$ cat src/rtl/ex_mem_latch_if.sv
// EX->MEM pipeline bus: EX-stage inputs (i_*) and registered MEM-stage outputs (o_*).
interface ex_mem_latch_if #(
  parameter int unsigned DATA_SIZE     = 32,
  parameter int unsigned REG_ADDR_SIZE = 5,
  parameter int unsigned PC_SIZE       = 32
);
  logic                     i_enable;
  logic                     i_flush;
  logic [DATA_SIZE-1:0]     i_alu_result;
  logic                     i_zero;
  logic [DATA_SIZE-1:0]     i_write_data;
  logic [REG_ADDR_SIZE-1:0] i_rd_addr;
  logic [PC_SIZE-1:0]       i_pc_link;
  logic [PC_SIZE-1:0]       i_branch_target;
  logic                     i_branch;
  logic                     i_link;
  logic                     i_mem_read;
  logic                     i_mem_write;
  logic [1:0]               i_mem_size;
  logic                     i_mem_unsigned;
  logic                     i_mem_to_reg;
  logic                     i_reg_write;
  logic                     i_halt;

  logic [DATA_SIZE-1:0]     o_result;
  logic [DATA_SIZE-1:0]     o_store_data;
  logic [3:0]               o_byte_en;
  logic [REG_ADDR_SIZE-1:0] o_rd_addr;
  logic                     o_pcsrc;
  logic [PC_SIZE-1:0]       o_branch_target;
  logic                     o_mem_read;
  logic                     o_mem_write;
  logic [1:0]               o_mem_size;
  logic                     o_mem_unsigned;
  logic                     o_mem_to_reg;
  logic                     o_reg_write;
  logic                     o_halt;
  logic                     o_misaligned;

  modport slave (
    input  i_enable, i_flush, i_alu_result, i_zero, i_write_data, i_rd_addr,
           i_pc_link, i_branch_target, i_branch, i_link, i_mem_read, i_mem_write,
           i_mem_size, i_mem_unsigned, i_mem_to_reg, i_reg_write, i_halt,
    output o_result, o_store_data, o_byte_en, o_rd_addr, o_pcsrc, o_branch_target,
           o_mem_read, o_mem_write, o_mem_size, o_mem_unsigned, o_mem_to_reg,
           o_reg_write, o_halt, o_misaligned
  );

  modport master (
    output i_enable, i_flush, i_alu_result, i_zero, i_write_data, i_rd_addr,
           i_pc_link, i_branch_target, i_branch, i_link, i_mem_read, i_mem_write,
           i_mem_size, i_mem_unsigned, i_mem_to_reg, i_reg_write, i_halt,
    input  o_result, o_store_data, o_byte_en, o_rd_addr, o_pcsrc, o_branch_target,
           o_mem_read, o_mem_write, o_mem_size, o_mem_unsigned, o_mem_to_reg,
           o_reg_write, o_halt, o_misaligned
  );
endinterface

$ cat src/rtl/ex_mem_latch.sv
// EX/MEM pipeline register: branch resolution, store lane formatting and
// misalignment squash, with stall (enable) and bubble (flush) support.
module ex_mem_latch #(
  parameter int unsigned DATA_SIZE     = 32,
  parameter int unsigned REG_ADDR_SIZE = 5,
  parameter int unsigned PC_SIZE       = 32
) (
  input  logic          i_clock,
  input  logic          i_reset,
  ex_mem_latch_if.slave bus
);
  logic [DATA_SIZE-1:0]     w_result;
  logic [DATA_SIZE-1:0]     w_store_data;
  logic [3:0]               w_lane_en;
  logic [3:0]               w_byte_en;
  logic [1:0]               w_addr_lo;
  logic                     w_unaligned;
  logic                     w_fault;

  logic [DATA_SIZE-1:0]     r_result;
  logic [DATA_SIZE-1:0]     r_store_data;
  logic [3:0]               r_byte_en;
  logic [REG_ADDR_SIZE-1:0] r_rd_addr;
  logic                     r_pcsrc;
  logic [PC_SIZE-1:0]       r_branch_target;
  logic                     r_mem_read;
  logic                     r_mem_write;
  logic [1:0]               r_mem_size;
  logic                     r_mem_unsigned;
  logic                     r_mem_to_reg;
  logic                     r_reg_write;
  logic                     r_halt;
  logic                     r_misaligned;

  // Next-state datapath: result mux, lane replication and alignment check.
  always_comb begin
    w_addr_lo    = bus.i_alu_result[1:0];
    w_result     = bus.i_link ? DATA_SIZE'(bus.i_pc_link) : bus.i_alu_result;
    w_store_data = bus.i_write_data;
    w_lane_en    = 4'b1111;
    w_unaligned  = 1'b0;
    case (bus.i_mem_size)
      2'b00: begin
        w_store_data = DATA_SIZE'({4{bus.i_write_data[7:0]}});
        w_lane_en    = 4'(4'b0001 << w_addr_lo);
      end
      2'b01: begin
        w_store_data = DATA_SIZE'({2{bus.i_write_data[15:0]}});
        w_lane_en    = w_addr_lo[1] ? 4'b1100 : 4'b0011;
        w_unaligned  = w_addr_lo[0];
      end
      default: begin
        w_unaligned  = |w_addr_lo;
      end
    endcase
    w_fault   = w_unaligned & (bus.i_mem_read | bus.i_mem_write);
    w_byte_en = (bus.i_mem_write & ~w_fault) ? w_lane_en : 4'b0000;
  end

  // Pipeline register: hold on !enable, bubble on flush, else capture.
  always_ff @(posedge i_clock or posedge i_reset) begin
    if (i_reset) begin
      r_result        <= '0;
      r_store_data    <= '0;
      r_byte_en       <= '0;
      r_rd_addr       <= '0;
      r_pcsrc         <= 1'b0;
      r_branch_target <= '0;
      r_mem_read      <= 1'b0;
      r_mem_write     <= 1'b0;
      r_mem_size      <= '0;
      r_mem_unsigned  <= 1'b0;
      r_mem_to_reg    <= 1'b0;
      r_reg_write     <= 1'b0;
      r_halt          <= 1'b0;
      r_misaligned    <= 1'b0;
    end else if (bus.i_enable) begin
      if (bus.i_flush) begin
        r_result        <= '0;
        r_store_data    <= '0;
        r_byte_en       <= '0;
        r_rd_addr       <= '0;
        r_pcsrc         <= 1'b0;
        r_branch_target <= '0;
        r_mem_read      <= 1'b0;
        r_mem_write     <= 1'b0;
        r_mem_size      <= '0;
        r_mem_unsigned  <= 1'b0;
        r_mem_to_reg    <= 1'b0;
        r_reg_write     <= 1'b0;
        r_halt          <= 1'b0;
        r_misaligned    <= 1'b0;
      end else begin
        r_result        <= w_result;
        r_store_data    <= w_store_data;
        r_byte_en       <= w_byte_en;
        r_rd_addr       <= bus.i_rd_addr;
        r_pcsrc         <= bus.i_branch & bus.i_zero;
        r_branch_target <= bus.i_branch_target;
        r_mem_read      <= bus.i_mem_read & ~w_fault;
        r_mem_write     <= bus.i_mem_write & ~w_fault;
        r_mem_size      <= bus.i_mem_size;
        r_mem_unsigned  <= bus.i_mem_unsigned;
        r_mem_to_reg    <= bus.i_mem_to_reg;
        r_reg_write     <= bus.i_reg_write & ~w_fault;
        r_halt          <= bus.i_halt;
        r_misaligned    <= w_fault;
      end
    end
  end

  assign bus.o_result        = r_result;
  assign bus.o_store_data    = r_store_data;
  assign bus.o_byte_en       = r_byte_en;
  assign bus.o_rd_addr       = r_rd_addr;
  assign bus.o_pcsrc         = r_pcsrc;
  assign bus.o_branch_target = r_branch_target;
  assign bus.o_mem_read      = r_mem_read;
  assign bus.o_mem_write     = r_mem_write;
  assign bus.o_mem_size      = r_mem_size;
  assign bus.o_mem_unsigned  = r_mem_unsigned;
  assign bus.o_mem_to_reg    = r_mem_to_reg;
  assign bus.o_reg_write     = r_reg_write;
  assign bus.o_halt          = r_halt;
  assign bus.o_misaligned    = r_misaligned;
endmodule

$ cat src/flat_wrapper.sv
// flat-port wrapper written by rule: the top's interface ports become plain ports
module ex_mem_latch_flat 
#(
  parameter int unsigned DATA_SIZE     = 32,
  parameter int unsigned REG_ADDR_SIZE = 5,
  parameter int unsigned PC_SIZE       = 32
)
  (i_clock, i_reset, bus_i_enable, bus_i_flush, bus_i_alu_result, bus_i_zero, bus_i_write_data, bus_i_rd_addr, bus_i_pc_link, bus_i_branch_target, bus_i_branch, bus_i_link, bus_i_mem_read, bus_i_mem_write, bus_i_mem_size, bus_i_mem_unsigned, bus_i_mem_to_reg, bus_i_reg_write, bus_i_halt, bus_o_result, bus_o_store_data, bus_o_byte_en, bus_o_rd_addr, bus_o_pcsrc, bus_o_branch_target, bus_o_mem_read, bus_o_mem_write, bus_o_mem_size, bus_o_mem_unsigned, bus_o_mem_to_reg, bus_o_reg_write, bus_o_halt, bus_o_misaligned);
  ex_mem_latch_if #(.DATA_SIZE(DATA_SIZE), .REG_ADDR_SIZE(REG_ADDR_SIZE), .PC_SIZE(PC_SIZE)) bus_i ();
  input  logic i_clock;
  input  logic i_reset;
  input wire logic [$bits(bus_i.i_enable)-1:0] bus_i_enable;
  input wire logic [$bits(bus_i.i_flush)-1:0] bus_i_flush;
  input wire logic [$bits(bus_i.i_alu_result)-1:0] bus_i_alu_result;
  input wire logic [$bits(bus_i.i_zero)-1:0] bus_i_zero;
  input wire logic [$bits(bus_i.i_write_data)-1:0] bus_i_write_data;
  input wire logic [$bits(bus_i.i_rd_addr)-1:0] bus_i_rd_addr;
  input wire logic [$bits(bus_i.i_pc_link)-1:0] bus_i_pc_link;
  input wire logic [$bits(bus_i.i_branch_target)-1:0] bus_i_branch_target;
  input wire logic [$bits(bus_i.i_branch)-1:0] bus_i_branch;
  input wire logic [$bits(bus_i.i_link)-1:0] bus_i_link;
  input wire logic [$bits(bus_i.i_mem_read)-1:0] bus_i_mem_read;
  input wire logic [$bits(bus_i.i_mem_write)-1:0] bus_i_mem_write;
  input wire logic [$bits(bus_i.i_mem_size)-1:0] bus_i_mem_size;
  input wire logic [$bits(bus_i.i_mem_unsigned)-1:0] bus_i_mem_unsigned;
  input wire logic [$bits(bus_i.i_mem_to_reg)-1:0] bus_i_mem_to_reg;
  input wire logic [$bits(bus_i.i_reg_write)-1:0] bus_i_reg_write;
  input wire logic [$bits(bus_i.i_halt)-1:0] bus_i_halt;
  output wire logic [$bits(bus_i.o_result)-1:0] bus_o_result;
  output wire logic [$bits(bus_i.o_store_data)-1:0] bus_o_store_data;
  output wire logic [$bits(bus_i.o_byte_en)-1:0] bus_o_byte_en;
  output wire logic [$bits(bus_i.o_rd_addr)-1:0] bus_o_rd_addr;
  output wire logic [$bits(bus_i.o_pcsrc)-1:0] bus_o_pcsrc;
  output wire logic [$bits(bus_i.o_branch_target)-1:0] bus_o_branch_target;
  output wire logic [$bits(bus_i.o_mem_read)-1:0] bus_o_mem_read;
  output wire logic [$bits(bus_i.o_mem_write)-1:0] bus_o_mem_write;
  output wire logic [$bits(bus_i.o_mem_size)-1:0] bus_o_mem_size;
  output wire logic [$bits(bus_i.o_mem_unsigned)-1:0] bus_o_mem_unsigned;
  output wire logic [$bits(bus_i.o_mem_to_reg)-1:0] bus_o_mem_to_reg;
  output wire logic [$bits(bus_i.o_reg_write)-1:0] bus_o_reg_write;
  output wire logic [$bits(bus_i.o_halt)-1:0] bus_o_halt;
  output wire logic [$bits(bus_i.o_misaligned)-1:0] bus_o_misaligned;
  assign bus_i.i_enable = bus_i_enable;
  assign bus_i.i_flush = bus_i_flush;
  assign bus_i.i_alu_result = bus_i_alu_result;
  assign bus_i.i_zero = bus_i_zero;
  assign bus_i.i_write_data = bus_i_write_data;
  assign bus_i.i_rd_addr = bus_i_rd_addr;
  assign bus_i.i_pc_link = bus_i_pc_link;
  assign bus_i.i_branch_target = bus_i_branch_target;
  assign bus_i.i_branch = bus_i_branch;
  assign bus_i.i_link = bus_i_link;
  assign bus_i.i_mem_read = bus_i_mem_read;
  assign bus_i.i_mem_write = bus_i_mem_write;
  assign bus_i.i_mem_size = bus_i_mem_size;
  assign bus_i.i_mem_unsigned = bus_i_mem_unsigned;
  assign bus_i.i_mem_to_reg = bus_i_mem_to_reg;
  assign bus_i.i_reg_write = bus_i_reg_write;
  assign bus_i.i_halt = bus_i_halt;
  assign bus_o_result = bus_i.o_result;
  assign bus_o_store_data = bus_i.o_store_data;
  assign bus_o_byte_en = bus_i.o_byte_en;
  assign bus_o_rd_addr = bus_i.o_rd_addr;
  assign bus_o_pcsrc = bus_i.o_pcsrc;
  assign bus_o_branch_target = bus_i.o_branch_target;
  assign bus_o_mem_read = bus_i.o_mem_read;
  assign bus_o_mem_write = bus_i.o_mem_write;
  assign bus_o_mem_size = bus_i.o_mem_size;
  assign bus_o_mem_unsigned = bus_i.o_mem_unsigned;
  assign bus_o_mem_to_reg = bus_i.o_mem_to_reg;
  assign bus_o_reg_write = bus_i.o_reg_write;
  assign bus_o_halt = bus_i.o_halt;
  assign bus_o_misaligned = bus_i.o_misaligned;
  ex_mem_latch #(.DATA_SIZE(DATA_SIZE), .REG_ADDR_SIZE(REG_ADDR_SIZE), .PC_SIZE(PC_SIZE)) u_core (.i_clock(i_clock), .i_reset(i_reset), .bus(bus_i));
endmodule
$ cat config.mk
export PLATFORM = sky130hd
export DESIGN_NAME = ex_mem_latch_flat
export DESIGN_NICKNAME = d
export VERILOG_FILES = /design/src/rtl/ex_mem_latch_if.sv /design/src/rtl/ex_mem_latch.sv /design/src/flat_wrapper.sv
export SDC_FILE = /design/constraint.sdc
export NUM_CORES = 1
export LEC_CHECK = 0
export CORE_MARGIN = 5
export CORE_UTILIZATION = 39
export CTS_CLUSTER_DIAMETER = 150
export CTS_CLUSTER_SIZE = 30
export DETAILED_ROUTE_END_ITERATION = 6
export GPL_TIMING_DRIVEN = 0
export PLACE_DENSITY_LB_ADDON = 0.15
export SLEW_MARGIN = 40
export SYNTH_ARGS = -nofsm -noshare
export SYNTH_HDL_FRONTEND = slang
export SYNTH_SLANG_ARGS = --single-unit
$ cat constraint.sdc
create_clock -name i_clock -period 4.8 [get_ports i_clock]
set_clock_uncertainty 0.15 [all_clocks]
set_input_delay 0.72 -clock i_clock [delete_from_list [all_inputs] [get_ports i_clock]]
set_output_delay 0.72 -clock i_clock [all_outputs]
set_load 0.01 [all_outputs]
run_1/final_placement.png
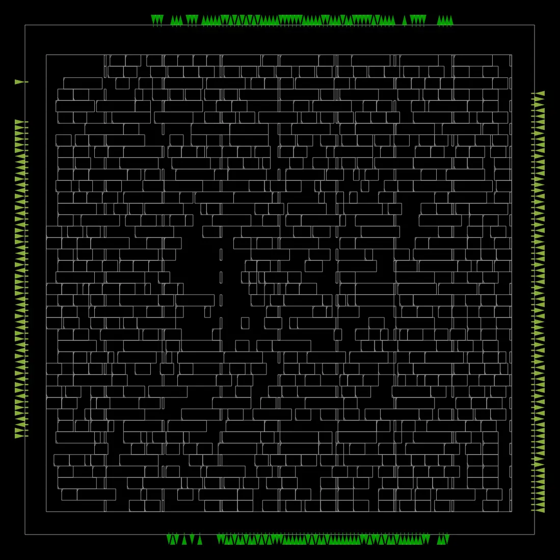
FILL cells: 943
Util after Layout: 68.4%
tap cells: 168
number of flip-flops and latches: 115

run_1/met2.png
Cells faint in the background.
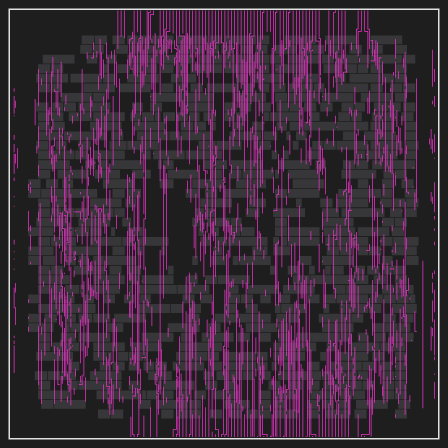
The layer carries 8010 µm of wire. 716 nets have wire on it. The layer holds 49% of the routed length. The wires run mostly vertical.

==> qor.csv, run 1 <==
metric,value,unit
remaining antenna violation count after routing,0,
global-route congestion overflow total,0,
clock tree from TritonCTS,done,
Synth area leader,sky130_fd_sc_hd__dfrtp_1,
xor and xnor area share after synthesis,0.181,%
"buffers from clock root to sink, at most",2,
Synth mux share,10.8,%
cell row count,40,
min cycle time layout,2220,ps
clock slew at the register clock pins of the worst setup and hold paths,50,ps
placed cells,782,
Crit. End Element,output port,
final weighted congestion in routability-driven placement,0.882,
final design instance area without fill,8240,µm²
slowest cell delay on critical path,580,ps
number of placed I/O pins,263,
most used flip-flop cell after synthesis,sky130_fd_sc_hd__dfrtp_1,
sequential element share of the synthesized area,59.5,%
net count of the mapped netlist,501,
"Registers, synthesis",115,
Synth warnings,0,
static leakage,3.58,nW
Final Routed Wirelength,16500,µm
root buf cell,sky130_fd_sc_hd__clkbuf_16,
Final #Nets,781,
chip area line of the yosys report,4830,µm²
share of async-settable or async-resettable flops after synthesis,100,%
Netlist Area Pre-Place,4830,µm²
count of library flops with an enable pin,0,
detailed-routing iteration count for the pre-antenna-repair pass,4,
wire length of the first global-routing pass,25600,µm
cell count after synthesis,353,
Max Transition Viols Final,0,
measured slew at the worst slew-check pin,592,ps
"Hold Vio Cnt, Final",0,
post-detailed-placement cell area,7680,µm²
Mapped Avg Cell Area,13.7,µm²
top area contributor share,59.5,%
"IR drop worst, VDD",0.000217,V
yosys aoi share,22.6,%
tool warning count,26,
antenna violations before repair,0,
post-place setup slack,2370,ps
Antenna Diode Count,0,
setup slack after layout,2580,ps
Finished Layout Cells,811,
dpl hpwl,12700,µm
total negative slack for setup checks,0,ps
"delay-heaviest family, CP",buffers and inverters,
total of hold buffers inserted after clock tree synthesis,0,
maximum number of pins on one net before global-route repair,62,
count of input and output buffers,260,
starting density of the core,40.1,%
Area Overhead vs Synth,70.5,%
maximum level of the CTS H-tree,4,
"commonest non-fill, non-tap cell in the layout",sky130_fd_sc_hd__clkdlybuf4s50_1,
max-cap violation count,0,
RSZ-0062 raised after global routing,no,
Die Size,14700,µm²
die width,121,µm
vias after detailed routing,4181,
wire per inst,20.3,µm
Residual DRC,0,
CORE AREA,12100,µm²
average via count per standard cell,5.16,
Basic Gates by Area,2.67,%
Final Cycle Share,46.3,%
result of the run,completed,
"Buf+Inv Stages, Crit Path",1,
run_1/met1.png
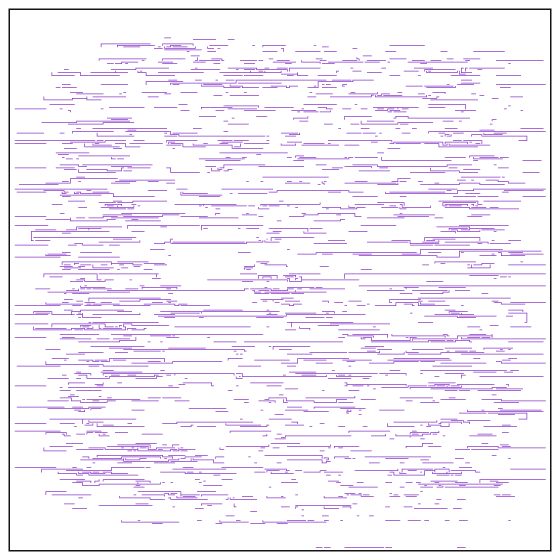
The wires run mostly horizontal. The longest straight run is 45.1 µm. 710 nets have wire on it. The layer carries 6740 µm of wire. The layer holds 41% of the routed length.

==> run 1: per-stage QoR <==
step           power, W  hold WS (ps)  util, %
2_1_floorplan   0.00131           371        -
3_3_place_gp    0.00164           319     63.4
3_5_place_dp    0.00166           323     63.7
4_1_cts         0.00286           336     68.4
5_1_grt         0.00294           343     68.4
6_report        0.00282           331     68.4
==> run 1: layout make-up <==
type                            count  area (µm²)
Buffer                             33         193
Clock buffer                       24         512
Clock inverter                      5        50.0
Fill cell                         943        3820
Inverter                            3        18.8
Multi-Input combinational cell    202        1750
Sequential cell                   115        2880
Tap cell                          168         210
Timing Repair Buffer              261        2630
==> run 1: where the power goes <==
part | internal (W) | switching (W)
combinational | 0.000325 | 0.000215
sequential | 0.00105 | 0.0000454
clock | 0.000780 | 0.000408
==> run 1: per-layer routing <==
layer	track usage, %	up-vias	wire [µm]	share of wire, %
li1	-	1909	-	-
met3	8.16	25	1330	8.1
met1	27.8	2078	6740	41
met2	36.4	169	8010	49
met4	9.03	0	396	2.4
met5	0	-	0	0
==> run 1: worst paths after layout <==
| check | start | to | slack [ps] | cells after the start |
|---|---|---|---|---|
| min reg2reg | u_core.bus.o_result[8] | u_core.bus.o_result[8] | 330 | 1 |
| max in group asynchronous | i_reset | u_core.bus.o_pcsrc | 3250 | 3 |
| max | u_core.bus.o_branch_target[29] | bus_o_branch_target[29] | 2580 | 1 |
| min | u_core.bus.o_result[8] | u_core.bus.o_result[8] | 330 | 1 |
| min in group asynchronous | i_reset | u_core.bus.o_branch_target[18] | 600 | 2 |
| max reg2reg | u_core.bus.o_mem_write | u_core.bus.o_mem_write | 3900 | 1 |
run_1/registers.png
Other sequential cells in the stronger gray, the rest of the logic in the fainter gray.
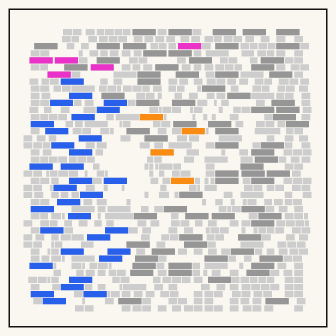

--- run 2 (diff from run 1) ---
==> constraint.sdc (replaced) <==
create_clock -name i_clock -period 2.3 [get_ports i_clock]
set_clock_uncertainty 0.15 [all_clocks]
set_input_delay 0.345 -clock i_clock [delete_from_list [all_inputs] [get_ports i_clock]]
set_output_delay 0.345 -clock i_clock [all_outputs]
set_load 0.01 [all_outputs]
run_2/registers.png
Other sequential cells in the stronger gray, the rest of the logic in the fainter gray.
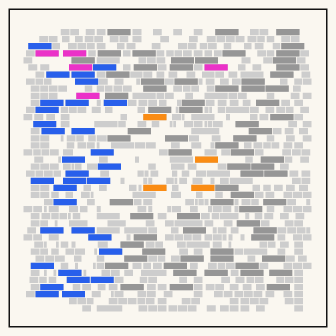
Magenta shows u_core.bus.o_rd_addr, placed flops 5, where upper left. Blue shows u_core.bus.o_store_data, placed flops 32, where a vertical strip on the left. Orange shows u_core.bus.o_byte_en, placed flops 4, where center.
Util after Layout: 69.1%
proportion of cell area occupied by registers: 34.5%
area used by sequential logic in the layout: 2880 µm²
sequential cell power: 0.00229 W

run_2/final_placement.png
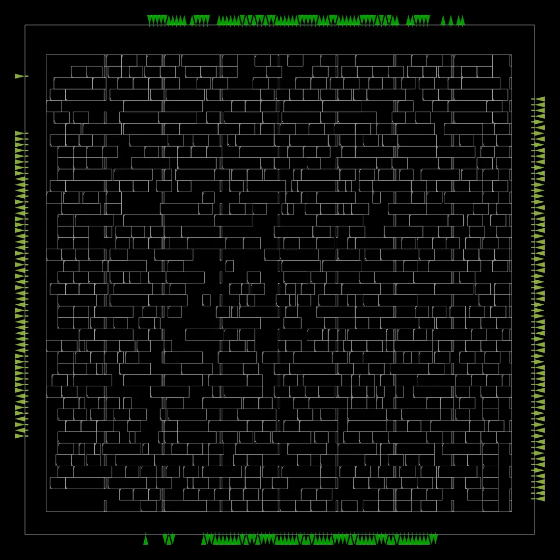
cell row count: 40
FILL cells: 880
CORE AREA: 12100 µm²

==> run 2 against run 1 <==
Compared with the run above: die area did not move; combinational power rose by 110%; setup slack got worse by 2100 ps; flip-flop count did not move; core utilization rose by 0.76 points; critical path depth did not move.
==> qor.csv, run 2 <==
metric,value,unit,change
static leakage,3.61,nW,was 3.58 nW
worst setup path start,u_core.bus.o_store_data[5],,was u_core.bus.o_branch_target[29]
post-place setup slack,196,ps,was 2370 ps
die width,121,µm,unchanged
chip area line of the yosys report,4830,µm²,unchanged
average via count per standard cell,5.11,,was 5.16
maximum level of the CTS H-tree,4,,unchanged
multi-input logic area,1750,µm²,unchanged
setup slack of the worst register-to-register path,1400,ps,was 3900 ps
setup slack after layout,467,ps,was 2580 ps
Final Cycle Share,79.7,%,
cell count after synthesis,353,,unchanged
Synth warnings,0,,unchanged
final worst hold slack,59.1,ps,was 331 ps
sequential element share of the synthesized area,59.5,%,unchanged
total negative slack for setup checks,0,ps,unchanged
dpl hpwl,13100,µm,was 12700 µm
detailed-routing iteration count for the pre-antenna-repair pass,4,,unchanged
post-detailed-placement cell area,7770,µm²,was 7680 µm²
Netlist Area Pre-Place,4830,µm²,unchanged
count of input and output buffers,260,,unchanged
Finished Layout Cells,817,,was 811
root buf cell,sky130_fd_sc_hd__clkbuf_16,,unchanged
slowest cell delay on critical path,580,ps,about the same
placed cells,786,,was 782
min cycle time layout,1830,ps,
Final #Nets,785,,was 781
measured slew at the worst slew-check pin,594,ps,was 592 ps
top area contributor share,59.5,%,unchanged
final weighted congestion in routability-driven placement,0.822,,was 0.882
"Data required, critical path",1800,ps,was 3930 ps
Die Size,14700,µm²,unchanged
RSZ-0062 raised after global routing,no,,unchanged
count of library flops with an enable pin,0,,unchanged
share of async-settable or async-resettable flops after synthesis,100,%,unchanged
capture point of the critical path,bus_o_store_data[5],,was bus_o_branch_target[29]
number of endpoints failing setup at the final stage,0,,unchanged
Crit. End Element,output port,,unchanged
Residual DRC,0,,unchanged
antenna violations before repair,0,,unchanged
min-delay worst type,in2reg,,was reg2reg
number of placed I/O pins,263,,unchanged
total of hold buffers inserted after clock tree synthesis,0,,unchanged
Reg2Reg Capture Point,u_core.bus.o_rd_addr[2],,was u_core.bus.o_mem_write
Hold Path Cell Cnt,3,,was 1
final design instance area without fill,8340,µm²,was 8240 µm²
net count of the mapped netlist,501,,unchanged
Mapped Avg Cell Area,13.7,µm²,unchanged
worst skew pair latency,400,ps,about the same
wire length of the first global-routing pass,25400,µm,was 25600 µm
type of origin of the critical path,flip-flop,,unchanged
clock slew at the register clock pins of the worst setup and hold paths,50,ps,about the same
clock sink count,115,,unchanged
global-route congestion overflow total,0,,unchanged
clock tree from TritonCTS,done,,unchanged
maximum number of pins on one net before global-route repair,27,,was 62
remaining antenna violation count after routing,0,,unchanged
max-cap violation count,0,,unchanged
Area Overhead vs Synth,72.4,%,was 70.5%
Antenna Diode Count,0,,unchanged
"IR drop worst, VDD",0.000457,V,was 0.000217 V
Final Power,0.00594,W,was 0.00282 W
number of standard cells reported by yosys,353,,unchanged
launch instance of the worst register-to-register path,u_core.bus.o_rd_addr[2],,was u_core.bus.o_mem_write
"delay-heaviest family, CP",buffers and inverters,,unchanged
"Hold Vio Cnt, Final",0,,unchanged
ranking of synthesized cells by instance count,"sky130_fd_sc_hd__dfrtp_1 (115), sky130_fd_sc_hd__o2bb2ai_1 (58), sky130_fd_sc_hd__a22o_1 (51), sky130_fd_sc_hd__mux2i_1 (40), sky130_fd_sc_hd__buf_2 (22)",,unchanged
"commonest non-fill, non-tap cell in the layout",sky130_fd_sc_hd__clkdlybuf4s50_1,,unchanged
"Registers, synthesis",115,,unchanged
critical-path cell with the highest stage delay,sky130_fd_sc_hd__clkdlybuf4s50_1,,unchanged
"buffers from clock root to sink, at most",2,,unchanged
Max Transition Viols Final,0,,unchanged
most used flip-flop cell after synthesis,sky130_fd_sc_hd__dfrtp_1,,unchanged
Synth area leader,sky130_fd_sc_hd__dfrtp_1,,unchanged
total number of cells along the worst setup path,1,,unchanged
result of the run,completed,,unchanged
"Buf+Inv Stages, Crit Path",1,,unchanged
wire per inst,20.6,µm,was 20.3 µm
FF-to-FF path depth,1,,unchanged
Overall Global Routing Usage,22.6,%,was 22.7%
tool warning count,26,,unchanged
starting density of the core,40.1,%,unchanged
highest net fanout along the worst path,2,,unchanged
run_2/met1.png
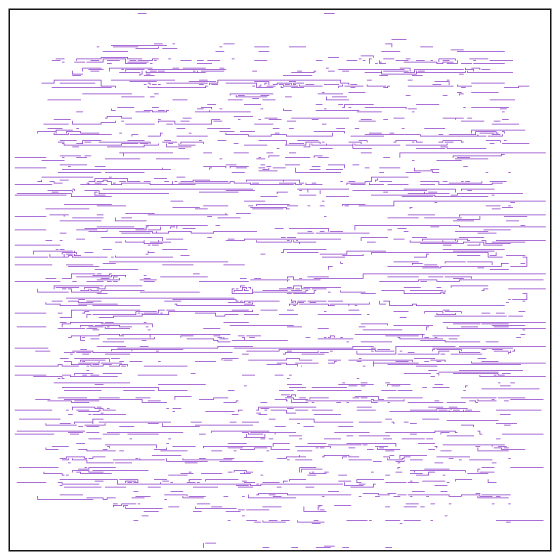
The layer carries 6610 µm of wire. The longest straight run is 40.9 µm. 694 nets have wire on it.
Final Routed Wirelength: 16800 µm
vias after detailed routing: 4174
routing usage on met1: 26.1%

[run 2: cell count changes in the layout (fill, tap and decap cells not counted), sizes merged]
cell	change
clkbuf	-3
bufinv	+1
buf	+4
clkinv	+2
clkinvlp	+3
inv	-1
[run 2: final cells by class]
type,instances,area share [%]
plain buffers,33,2.31
clock buffers,21,5.52
clock inverters,10,1.31
inverters,3,0.180
multi-input cells,202,21.0
flip-flops and latches,115,34.5
well taps,168,2.52
repair buffers,265,32.6
[run 2: cells by family (layout without fill, tap and decap cells)]
group,Yosys count,in the layout,share of synthesized area (%)
simple gates,24,24,2.67
mux,51,51,10.8
compound gates,126,126,22.6
xor+xnor,1,1,0.181
flops,115,115,59.5
buf+inv,36,332,4.22
[run 2: where the power goes]
group          leakage [nW]  switching [W]  total (W)  internal [W]
sequential             1.50      0.0000946    0.00229       0.00219
combinational          1.83       0.000457    0.00115      0.000693
clock                 0.278       0.000873    0.00251       0.00163
total                  3.61        0.00142    0.00594       0.00452
[run 2: worst min path at each step]
stage | startpoint | slack (ps) | end
2_1_floorplan | bus_i_flush | 290 | u_core.bus.o_branch_target[29]
5_1_grt | bus_i_enable | 50 | u_core.bus.o_branch_target[29]
3_5_place_dp | u_core.bus.o_store_data[23] | 320 | u_core.bus.o_store_data[23]
4_1_cts | bus_i_enable | 40 | u_core.bus.o_branch_target[29]
3_3_place_gp | u_core.bus.o_store_data[15] | 320 | u_core.bus.o_store_data[15]
6_report | bus_i_enable | 60 | u_core.bus.o_branch_target[29]
[run 2: routing by layer]
metal,vias to the layer above,wire length (µm),track usage (%)
met5,-,0,0
met1,2033,6610,26.1
met3,31,1390,8.25
met2,183,8380,38.0
met4,0,411,8.82
li1,1927,-,-
[run 2: tightest hold or removal path, delay by kind of cell]
family	cells	cell delay, ps
simple gates	1	50
buf+inv	1	110
compound gates	1	60
run_2/density.png
12 x 12 tiles, from white (low) to dark blue (high), 0 to 100% covered.
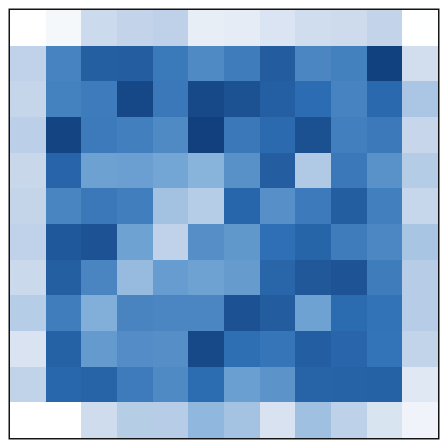

--- run 3 (diff from run 2) ---
--- a/config.mk
+++ b/config.mk
@@ -6,7 +6,7 @@
 export NUM_CORES = 1
 export LEC_CHECK = 0
 export CORE_MARGIN = 5
-export CORE_UTILIZATION = 39
+export CORE_UTILIZATION = 35
 export CTS_CLUSTER_DIAMETER = 150
 export CTS_CLUSTER_SIZE = 30
 export DETAILED_ROUTE_END_ITERATION = 6
==> constraint.sdc (replaced) <==
create_clock -name i_clock -period 1.5 [get_ports i_clock]
set_clock_uncertainty 0.15 [all_clocks]
set_input_delay 0.225 -clock i_clock [delete_from_list [all_inputs] [get_ports i_clock]]
set_output_delay 0.225 -clock i_clock [all_outputs]
set_load 0.01 [all_outputs]
run_3/density.png
13 x 13 tiles, from white (low) to dark blue (high), 0 to 100% covered.
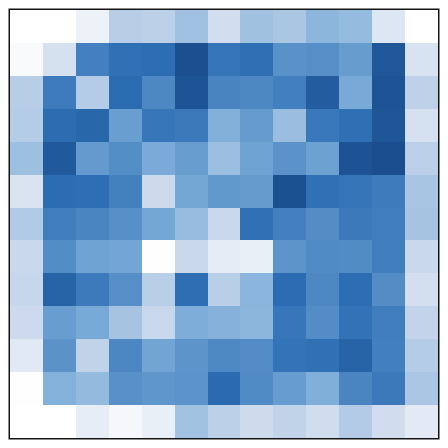
The fullest tile reaches 88%. 4.1% of the tiles are nearly empty. The mean over all tiles is 49%.

run_3/met1.png
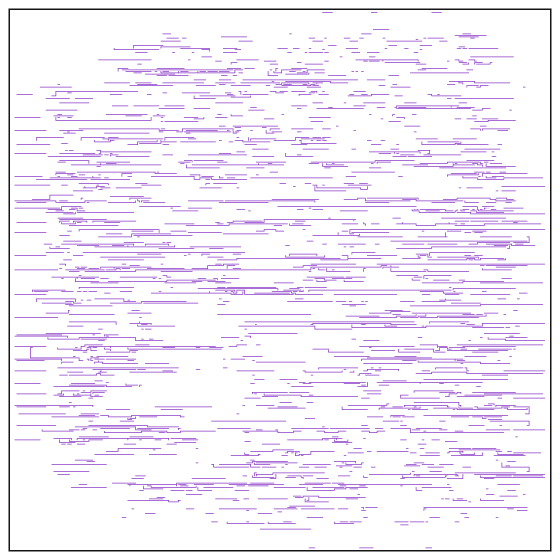
The layer carries 7070 µm of wire. The longest straight run is 46.0 µm. 704 nets have wire on it. The wires run mostly horizontal.

==> run 3 against run 2 <==
Compared with the run above: core utilization shrank 8.9 points; synthesized cell count stayed put; via count increased by 0.74%; register-to-register slack got worse by 810 ps; non-clock buffer count rose by 2; largest power group unchanged; highest routed layer unchanged.
==> qor.csv, run 3 <==
metric,value,unit,change
Reg2Reg Capture Point,u_core.bus.o_store_data[31],,was u_core.bus.o_rd_addr[2]
Die Size,16300,µm²,was 14700 µm²
"Registers, synthesis",115,,unchanged
clock tree from TritonCTS,done,,unchanged
Residual DRC,0,,unchanged
setup slack of the worst register-to-register path,590,ps,was 1400 ps
dpl hpwl,13200,µm,was 13100 µm
FILL cells,1169,,was 880
Max Transition Viols Final,0,,unchanged
min-delay worst type,in2async,,was in2reg
Netlist Area Pre-Place,4830,µm²,unchanged
Mapped Avg Cell Area,13.7,µm²,unchanged
"Buf+Inv Stages, Crit Path",1,,unchanged
chip area line of the yosys report,4830,µm²,unchanged
top power consumer group,the clock network,,unchanged
"Data required, critical path",1120,ps,was 1800 ps
count of library flops with an enable pin,0,,unchanged
wire per inst,20.3,µm,was 20.6 µm
maximum number of pins on one net before global-route repair,27,,unchanged
detailed-routing iteration count for the pre-antenna-repair pass,4,,unchanged
switch share,26.2,%,was 24.0%
count of input and output buffers,260,,unchanged
slowest cell delay on critical path,390,ps,was 580 ps
top area contributor share,59.5,%,unchanged
"buffers from clock root to sink, at most",2,,unchanged
result of the run,completed,,unchanged
Internal Power,0.00654,W,was 0.00452 W
post-place setup slack,-439,ps,was 196 ps
launch instance of the worst register-to-register path,u_core.bus.o_store_data[31],,was u_core.bus.o_rd_addr[2]
critical-path cell with the highest stage delay,sky130_fd_sc_hd__dfrtp_1,,was sky130_fd_sc_hd__clkdlybuf4s50_1
power drawn by the combinational cells,0.00161,W,was 0.00115 W
total negative slack for setup checks,0,ps,unchanged
cell row count,43,,was 40
CORE AREA,13700,µm²,was 12100 µm²
clock sink count,115,,unchanged
Final #Nets,787,,was 785
tool warning count,27,,was 26
net count of the mapped netlist,501,,unchanged
measured slew at the worst slew-check pin,550,ps,was 594 ps
sequential element share of the synthesized area,59.5,%,unchanged
number of placed I/O pins,263,,unchanged
post-detailed-placement cell area,7780,µm²,was 7770 µm²
Synth area leader,sky130_fd_sc_hd__dfrtp_1,,unchanged
highest metal used,met4,,unchanged
FF-to-FF path depth,2,,was 1
die width,128,µm,was 121 µm
maximum level of the CTS H-tree,4,,unchanged
ranking of synthesized cells by instance count,"sky130_fd_sc_hd__dfrtp_1 (115), sky130_fd_sc_hd__o2bb2ai_1 (58), sky130_fd_sc_hd__a22o_1 (51), sky130_fd_sc_hd__mux2i_1 (40), sky130_fd_sc_hd__buf_2 (22)",,unchanged
type of origin of the critical path,flip-flop,,unchanged
min cycle time layout,1460,ps,
number of endpoints failing setup at the final stage,0,,unchanged
RSZ-0062 raised after global routing,no,,unchanged
area used by sequential logic in the layout,2880,µm²,unchanged
most frequently placed logic cells in the final layout,"sky130_fd_sc_hd__clkdlybuf4s50_1 (144), sky130_fd_sc_hd__dfrtp_1 (115), sky130_fd_sc_hd__dlygate4sd2_1 (82)",,"was sky130_fd_sc_hd__clkdlybuf4s50_1 (260), sky130_fd_sc_hd__dfrtp_1 (115), sky130_fd_sc_hd__o2bb2ai_1 (58)"
"Hold Vio Cnt, Final",0,,unchanged
static leakage,3.92,nW,was 3.61 nW
placed cells,798,,was 786
"delay-heaviest family, CP",flip-flops,,was buffers and inverters
sequential cell power,0.00349,W,was 0.00229 W
multi-input logic area,1760,µm²,was 1750 µm²
max-cap violation count,0,,unchanged
Final Cycle Share,97.7,%,
cell count after synthesis,353,,unchanged
"IR drop worst, VDD",0.000805,V,was 0.000457 V
worst skew pair latency,400,ps,about the same
highest net fanout along the worst path,2,,unchanged
power spent charging and discharging nets,0.00232,W,was 0.00142 W
Antenna Diode Count,0,,unchanged
vias in the first global route,4638,,was 4589
Finished Layout Cells,832,,was 817
final design instance area without fill,8260,µm²,was 8340 µm²
global-route congestion overflow total,0,,unchanged
remaining antenna violation count after routing,0,,unchanged
"commonest non-fill, non-tap cell in the layout",sky130_fd_sc_hd__clkdlybuf4s50_1,,unchanged
Area Overhead vs Synth,70.9,%,was 72.4%
setup slack after layout,35.1,ps,was 467 ps
met1 routed wirelength after detailed routing,7070,µm,was 6610 µm
Clock Power Share,42.4,%,was 42.2%
root buf cell,sky130_fd_sc_hd__clkbuf_16,,unchanged
average via count per standard cell,5.05,,was 5.11
met2 WL post-DR,8040,µm,was 8380 µm
wire length of the first global-routing pass,26200,µm,was 25400 µm
number of standard cells reported by yosys,353,,unchanged
run_3/met2.png
Cells faint in the background.
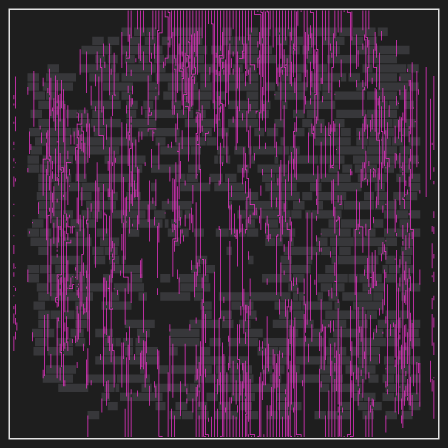
Final Routed Wirelength: 16900 µm
global routing met2 resource utilization: 33.4%
vias after detailed routing: 4205

[run 3: cell counts after synthesis]
Identical to the previous run, type by type.
[run 3: timing repair]
item	4_1_cts	5_1_grt
hold buffers	1	0
endpoints found under the hold margin	4	0
setup endpoints to repair	116	48
resized	119	35
buffers inserted	0	1
[run 3: cells by family after synthesis]
group / share of synthesized area, %
xor gates and xnor gates: 0.181
AOI/OAI and AO/OA: 22.6
muxes: 10.8
DFF: 59.5
and+or+nand+nor: 2.67
buffers and inverters: 4.22
[run 3: layout make-up]
| type | instances | area share (%) |
|---|---|---|
| plain buffers | 33 | 2.36 |
| multi-input cells | 202 | 21.3 |
| inverters | 3 | 0.182 |
| well taps | 180 | 2.73 |
| clock inverters | 15 | 1.64 |
| repair buffers | 267 | 31.8 |
| clock buffers | 17 | 5.15 |
| flip-flops and latches | 115 | 34.8 |
[run 3: worst max-delay path by stage]
| stage | startpoint | end | slack [ps] | depth (start not counted) |
|---|---|---|---|---|
| global route | u_core.bus.o_store_data[9] | bus_o_store_data[9] | 0.4 | 1 |
| finish | u_core.bus.o_store_data[9] | bus_o_store_data[9] | 40 | 1 |
| detailed placement | bus_i_alu_result[0] | u_core.bus.o_mem_write | -440 | 4 |
| global placement | i_reset | u_core.bus.o_branch_target[7] | -1390 | 2 |
| floorplan | i_reset | u_core.bus.o_branch_target[0] | -270 | 1 |
| CTS | u_core.bus.o_store_data[5] | bus_o_store_data[5] | 0.4 | 1 |
[run 3: per-layer routing]
layer,track usage [%],up-vias
met5,0,-
met4,7.63,0
met3,7.69,25
met2,33.4,200
met1,26.3,2051
li1,-,1929
No activity file was given, so power comes from the tool's default toggle rates.
